### Placed cells, one color a class, run 1

Bar = 20 um.
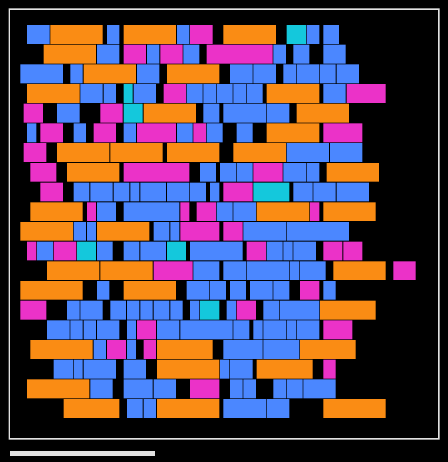
### Routed clock nets over the placement, run 1

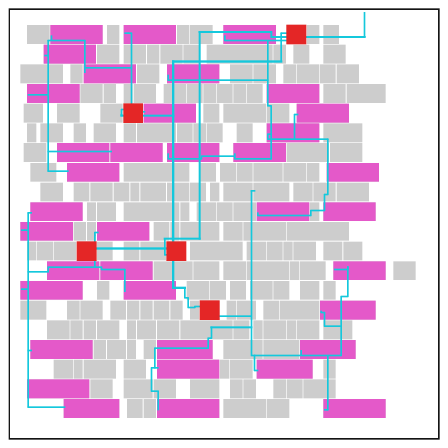
### Power grid, run 1

Pins as bars on the die edge. Tap cells in gray.
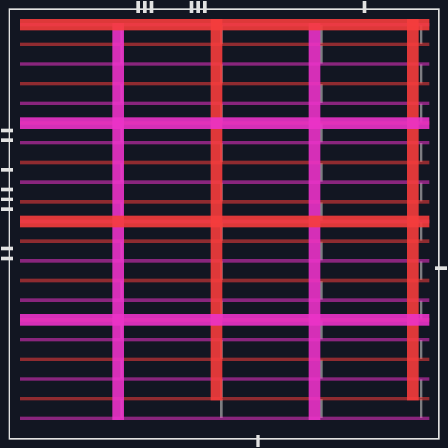
<file path="src/rtl/uart_rx_deframer.sv">
// UART receive deframer: oversampled start detect, LSB-first data, stop check.
// Define UART_RX_PARITY_EN to add a parity bit (PARITY_ODD) between data and stop.
module uart_rx_deframer #(
   parameter int CLKS_PER_BIT = 868,
   parameter int DATA_BITS    = 8
`ifdef UART_RX_PARITY_EN
   ,
   parameter bit PARITY_ODD   = 1'b0
`endif
) (
   input  logic                 clock,
   input  logic                 reset,
   input  logic                 rx,
   output logic [DATA_BITS-1:0] rx_data,
   output logic                 rx_valid,
   input  logic                 rx_ready,
   output logic                 frame_err,
   output logic                 overrun,
   output logic                 parity_err,
   output logic                 busy
);

   localparam int CW = $clog2(CLKS_PER_BIT);
   localparam int BW = $clog2(DATA_BITS);

   localparam logic [CW-1:0] FULL_TC  = CW'(CLKS_PER_BIT - 1);
   localparam logic [CW-1:0] HALF_TC  = CW'(CLKS_PER_BIT / 2 - 1);
   localparam logic [BW-1:0] LAST_BIT = BW'(DATA_BITS - 1);

   localparam logic [2:0] ST_IDLE   = 3'd0;
   localparam logic [2:0] ST_START  = 3'd1;
   localparam logic [2:0] ST_DATA   = 3'd2;
   localparam logic [2:0] ST_STOP   = 3'd3;
   localparam logic [2:0] ST_BREAK  = 3'd4;
`ifdef UART_RX_PARITY_EN
   localparam logic [2:0] ST_PARITY = 3'd5;
`endif

   logic                 rx_meta_q, rx_s_q;
   logic [2:0]           state_q, state_d;
   logic [CW-1:0]        baud_q, baud_d;
   logic [BW-1:0]        bit_q, bit_d;
   logic [DATA_BITS-1:0] shift_q, shift_d;
   logic [DATA_BITS-1:0] rx_data_q, rx_data_d;
   logic                 rx_valid_q, rx_valid_d;
   logic                 frame_err_q, frame_err_d;
   logic                 overrun_q, overrun_d;
   logic                 strobe;
   logic                 good;
`ifdef UART_RX_PARITY_EN
   logic                 par_bad_q, par_bad_d;
   logic                 parity_err_q, parity_err_d;
`endif

   always_comb begin
      state_d     = state_q;
      bit_d       = bit_q;
      shift_d     = shift_q;
      rx_data_d   = rx_data_q;
      rx_valid_d  = rx_valid_q;
      frame_err_d = 1'b0;
      overrun_d   = 1'b0;
      good        = 1'b0;
`ifdef UART_RX_PARITY_EN
      par_bad_d    = par_bad_q;
      parity_err_d = 1'b0;
`endif
      strobe = (state_q == ST_START) ? (baud_q == HALF_TC)
                                     : (baud_q == FULL_TC);

      unique case (state_q)
         ST_IDLE: begin
            if (!rx_s_q) state_d = ST_START;
         end
         ST_START: begin
            if (strobe) state_d = rx_s_q ? ST_IDLE : ST_DATA;
         end
         ST_DATA: begin
            if (strobe) begin
               shift_d = {rx_s_q, shift_q[DATA_BITS-1:1]};
               if (bit_q == LAST_BIT) begin
                  bit_d = '0;
`ifdef UART_RX_PARITY_EN
                  state_d = ST_PARITY;
`else
                  state_d = ST_STOP;
`endif
               end else begin
                  bit_d = bit_q + BW'(1);
               end
            end
         end
`ifdef UART_RX_PARITY_EN
         ST_PARITY: begin
            if (strobe) begin
               par_bad_d = rx_s_q ^ (^shift_q) ^ PARITY_ODD;
               state_d   = ST_STOP;
            end
         end
`endif
         ST_STOP: begin
            if (strobe) begin
`ifdef UART_RX_PARITY_EN
               parity_err_d = par_bad_q;
               good         = rx_s_q & ~par_bad_q;
`else
               good         = rx_s_q;
`endif
               frame_err_d = ~rx_s_q;
               state_d     = rx_s_q ? ST_IDLE : ST_BREAK;
            end
         end
         ST_BREAK: begin
            if (rx_s_q) state_d = ST_IDLE;
         end
         default: state_d = ST_IDLE;
      endcase

      // Counter restarts on every state change so each phase times from entry.
      if (state_d != state_q || strobe ||
          state_q == ST_IDLE || state_q == ST_BREAK)
         baud_d = '0;
      else
         baud_d = baud_q + CW'(1);

      if (good) begin
         if (rx_valid_q && !rx_ready) begin
            overrun_d = 1'b1;
         end else begin
            rx_data_d  = shift_q;
            rx_valid_d = 1'b1;
         end
      end else if (rx_valid_q && rx_ready) begin
         rx_valid_d = 1'b0;
      end
   end

   always_ff @(posedge clock) begin
      if (reset) begin
         rx_meta_q   <= 1'b1;
         rx_s_q      <= 1'b1;
         state_q     <= ST_IDLE;
         baud_q      <= '0;
         bit_q       <= '0;
         shift_q     <= '0;
         rx_data_q   <= '0;
         rx_valid_q  <= 1'b0;
         frame_err_q <= 1'b0;
         overrun_q   <= 1'b0;
      end else begin
         rx_meta_q   <= rx;
         rx_s_q      <= rx_meta_q;
         state_q     <= state_d;
         baud_q      <= baud_d;
         bit_q       <= bit_d;
         shift_q     <= shift_d;
         rx_data_q   <= rx_data_d;
         rx_valid_q  <= rx_valid_d;
         frame_err_q <= frame_err_d;
         overrun_q   <= overrun_d;
      end
   end

`ifdef UART_RX_PARITY_EN
   always_ff @(posedge clock) begin
      if (reset) begin
         par_bad_q    <= 1'b0;
         parity_err_q <= 1'b0;
      end else begin
         par_bad_q    <= par_bad_d;
         parity_err_q <= parity_err_d;
      end
   end

   assign parity_err = parity_err_q;
`else
   assign parity_err = 1'b0;
`endif

   assign rx_data   = rx_data_q;
   assign rx_valid  = rx_valid_q;
   assign frame_err = frame_err_q;
   assign overrun   = overrun_q;
   assign busy      = (state_q != ST_IDLE);

endmodule
</file>
<file path="config.mk">
export PLATFORM = sky130hd
export DESIGN_NAME = uart_rx_deframer
export DESIGN_NICKNAME = d
export VERILOG_FILES = /design/src/rtl/uart_rx_deframer.sv
export SDC_FILE = /design/constraint.sdc
export NUM_CORES = 1
export LEC_CHECK = 0
export CORE_UTILIZATION = 50
export DETAILED_ROUTE_END_ITERATION = 12
export GPL_TIMING_DRIVEN = 0
export HOLD_SLACK_MARGIN = 0.03
export PLACE_DENSITY = 0.82
export SLEW_MARGIN = 20
export SYNTH_ARGS = -nofsm -noshare
export SYNTH_HDL_FRONTEND = slang
export SYNTH_SLANG_ARGS = --single-unit
</file>
<file path="constraint.sdc">
create_clock -name clock -period 1.4 [get_ports clock]
set_input_delay 0.21 -clock clock [delete_from_list [all_inputs] [get_ports clock]]
set_output_delay 0.21 -clock clock [all_outputs]
set_load 0.01 [all_outputs]
</file>
==> flow report, run 1 <==
================================================================================
DRC errors left                                                                0
Layout Cell Area excl Fill                                           0.00230 mm2
Hold Path End                                                         state_q[2]
# IOs                                                                         17
# setup viols final                                                           28
Met3 Track Usage GR                                                        7.86%
Cell area after placement                                            0.00184 mm2
R2r setup slk                                                           -0.20 ns
First-iteration detailed-routing DRC count                                   106
Worst hold slack after final layout                                     0.287 ns
Total routing resource utilization after global routing                    29.3%
Leftover overflow at the end of global routing                                 0
Number of storage elements in the synthesis netlist                           37
R2r endpoint                                                          shift_q[0]
Number of non-clock inverters                                                  3
Critical path capture point                                           shift_q[0]
Most Used Layer, Global Route                                               met2
Failing checks                                                      negative setup slack
Share of synthesized registers carrying an async set or reset                 0%
Proportion of power drawn by flip-flops and latches                        61.1%
Class of the worst hold path                                           in -> reg
Count of instantiated cells in the yosys netlist                             182
Top cell excl fill/tap                                                   dfxtp_1
Final setup slack of the worst path                                    -0.198 ns
Critical Path Sink Type                                                     flop
Resized cells post-CTS                                                        94
Outcome                                                             finished, violations left
Gate count of the mapped netlist                                             182
Antenna Cells                                                                  0
Number of buffers inserted during clock tree synthesis                         5
CTS tree                                                                     yes
Count of different cell masters after synthesis                               40
Post-layout instance count excluding filler cells                            261
DR vias/cell                                                                6.67
Pwr dens                                                              749 mW/mm2
Count of input and output buffers                                             14
Number of antenna violations at the first check in global routing              0
Highest-power group                                                    registers
Data buffer area share                                                     17.0%
================================================================================
-- 'Placed cells, one color a class' (at the start) --
legend:
  blue:
    class: combinational and other logic
    cells: 132
    share_of_their_area: 46%
  orange:
    class: sequential cells
    cells: 37
    share_of_their_area: 34%
  cyan:
    class: clock drivers and dummy loads
    cells: 7
    share_of_their_area: 2.4%
  magenta:
    class: remaining buffers and delay cells
    cells: 41
    share_of_their_area: 17%

-- 'Routed clock nets over the placement' (at the start) --
legend:
  magenta:
    item: flip-flops
    count: 37
  cyan:
    item: clock wires
    length: 457 um
  red:
    item: clock drivers
    count: 5
routed clock nets: 6
flops lie: all over the die
worst-case clock skew: 0.0235 ns
clock group share of total power: 33.6%

-- 'Power grid' (at the start) --
legend:
  magenta:
    net: VSS
  red:
    net: VDD
met4 straps: 4
met5 straps: 4
rows: 20
met1 rails: 21
Core Footprint: 0.00308 mm2
Peak supply drop: 0.719 mV

==> run 1: logic make-up after synthesis <==
family | count (synthesis) | share of synthesized area, %
AND-OR/OR-AND | 47 | 16.1
XOR/XNOR | 8 | 4.29
adder cells (fa/ha/maj) | 3 | 2.30
buffers and inverters | 17 | 4.90
flip-flops | 37 | 45.4
other | 1 | 0.230
AND/OR/NAND/NOR | 69 | 26.8
==> run 1: critical path, stage by stage, from the launching register on <==
cell and delay (ns):
dfxtp_4 0.38, and4bb_2 0.32, nand4b_1 0.17, buf_6 0.21, buf_8 0.14, o21ai_4 0.14, a21oi_2 0.08
==> run 1: layer usage <==
metal	share of wire (%)	vias to the layer above
met3	9.2	28
li1	-	747
met5	0	-
met4	3.5	0
met2	46	136
met1	41	829
### Routing congestion map, run 1

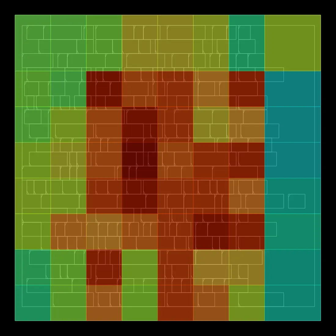

==> run 1 -> run 2 <==
--- a/config.mk
+++ b/config.mk
@@ -5,11 +5,11 @@
 export SDC_FILE = /design/constraint.sdc
 export NUM_CORES = 1
 export LEC_CHECK = 0
-export CORE_UTILIZATION = 50
+export CORE_UTILIZATION = 45
 export DETAILED_ROUTE_END_ITERATION = 12
 export GPL_TIMING_DRIVEN = 0
 export HOLD_SLACK_MARGIN = 0.03
-export PLACE_DENSITY = 0.82
+export PLACE_DENSITY = 0.76
 export SLEW_MARGIN = 20
 export SYNTH_ARGS = -nofsm -noshare
 export SYNTH_HDL_FRONTEND = slang
### Routing congestion map, run 2

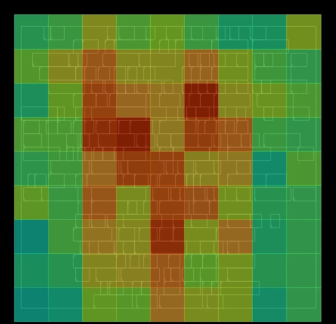
met1 GRT Util: 30.4%
met3 Track Usage GR: 5.51%
total routing resource utilization after global routing: 21.9%
global-route track usage on met2: 32.6%

### Register map, names as in the netlist, run 2

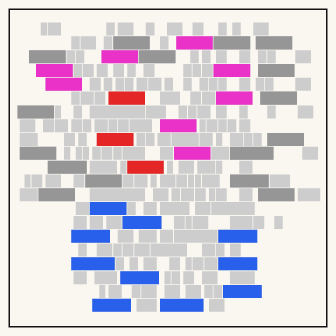
legend:
  red:
    netlist_name: bit_q
    flops: 3
  blue:
    netlist_name: baud_q
    flops: 10
  magenta:
    netlist_name: shift_q
    flops: 8
not colored: 16

==> flow report, run 2 <==
=================================================================================================================
Failing checks                                                                                       negative setup slack
Number of antenna violations at the first check in global routing                                               0   unchanged
Critical Path Sink Type                                                                                      flop
Count of instantiated cells in the yosys netlist                                                              182   unchanged
CTS tree                                                                                                      yes
First-iteration detailed-routing DRC count                                                                    126   +19%
Most Used Layer, Global Route                                                                                met2
Final setup slack of the worst path                                                                     -0.176 ns   +0.0226 ns
Top cell excl fill/tap                                                                                    dfxtp_1
Xor/xnor cell area share of the yosys netlist                                                               4.29%   unchanged
# setup viols final                                                                                            34   +21%
Core Footprint                                                                                        0.00342 mm2   +11%
Arithmetic-cell share of the synthesized area counting full adders, half adders and majority gates          2.30%   unchanged
Layout Cell Area excl Fill                                                                            0.00214 mm2   -7.1%
Proportion of power drawn by flip-flops and latches                                                         50.9%   -10 points
Routed length on met3                                                                                      257 um   -46%
Leftover overflow at the end of global routing                                                                  0   unchanged
Cell family contributing the most delay on the critical path                                         simple AND/OR/NAND/NOR gates
Class of the worst hold path                                                                            in -> reg
Max incr delay on CP                                                                                      0.44 ns   +0.06 ns
Share of synthesized registers carrying an async set or reset                                                  0%   unchanged
Outcome                                                                                              finished, violations left
# IOs                                                                                                          17   unchanged
Post-layout instance count excluding filler cells                                                             265   +1.5%
Critical path cell sequence                                                                          and4bb_2 > nand4b_1 > or4_1 > a21oi_1
Worst hold slack after final layout                                                                      0.237 ns   -0.0498 ns
Largest combinational cell category by area                                                          simple AND/OR/NAND/NOR gates
Met1 wire length                                                                                          1810 um   -16%
Peak supply drop                                                                                         0.948 mV   +32%
Routed wire length on met2                                                                                1710 um   -28%
Number of buffer and inverter stages on the critical path                                                       0   -2
Area fraction in mux cells                                                                                     0%   unchanged
Critical path's slowest cell                                                                                or4_1
Clock group share of total power                                                                            45.2%   +12 points
Gate count of the mapped netlist                                                                              182   unchanged
Highest-power group                                                                                     registers
Synthesized-area fraction occupied by ao, oa, aoi and oai cells                                             16.1%   unchanged
Cell area after placement                                                                             0.00184 mm2   +0.14%
Number of storage elements in the synthesis netlist                                                            37   unchanged
DR vias/cell                                                                                                 5.76   -14%
=================================================================================================================
## run 2: final cells by class
type,count,share of cell area (%)
flip-flops and latches,37,35.7
well taps,46,2.69
clock buffers,5,1.76
plain buffers,14,4.86
repair buffers,29,10.9
multi-input cells,128,40.4
inverters,3,0.527
clock inverters,3,3.22
## run 2: path summary, 6_finish.rpt
check	from	end	slack, ns	cells after the start
hold reg to reg	rx_meta_q	rx_s_q	0.42	1
setup / recovery	state_q[2]	bit_q[0]	-0.18	4
setup reg to reg	state_q[2]	bit_q[0]	-0.18	4
hold / removal	reset	state_q[2]	0.24	2
## run 2: repair_timing
action / CTS / global route
setup endpoints to repair: 45 / 35
pin swaps: 5 / 4
resized: 41 / 17
hold buffers: 0 / 0
cloned: 2 / 0
setup buffers: 9 / 4
hold endpoints to repair: 0 / 0
Power is estimated from default activity; no workload was simulated.
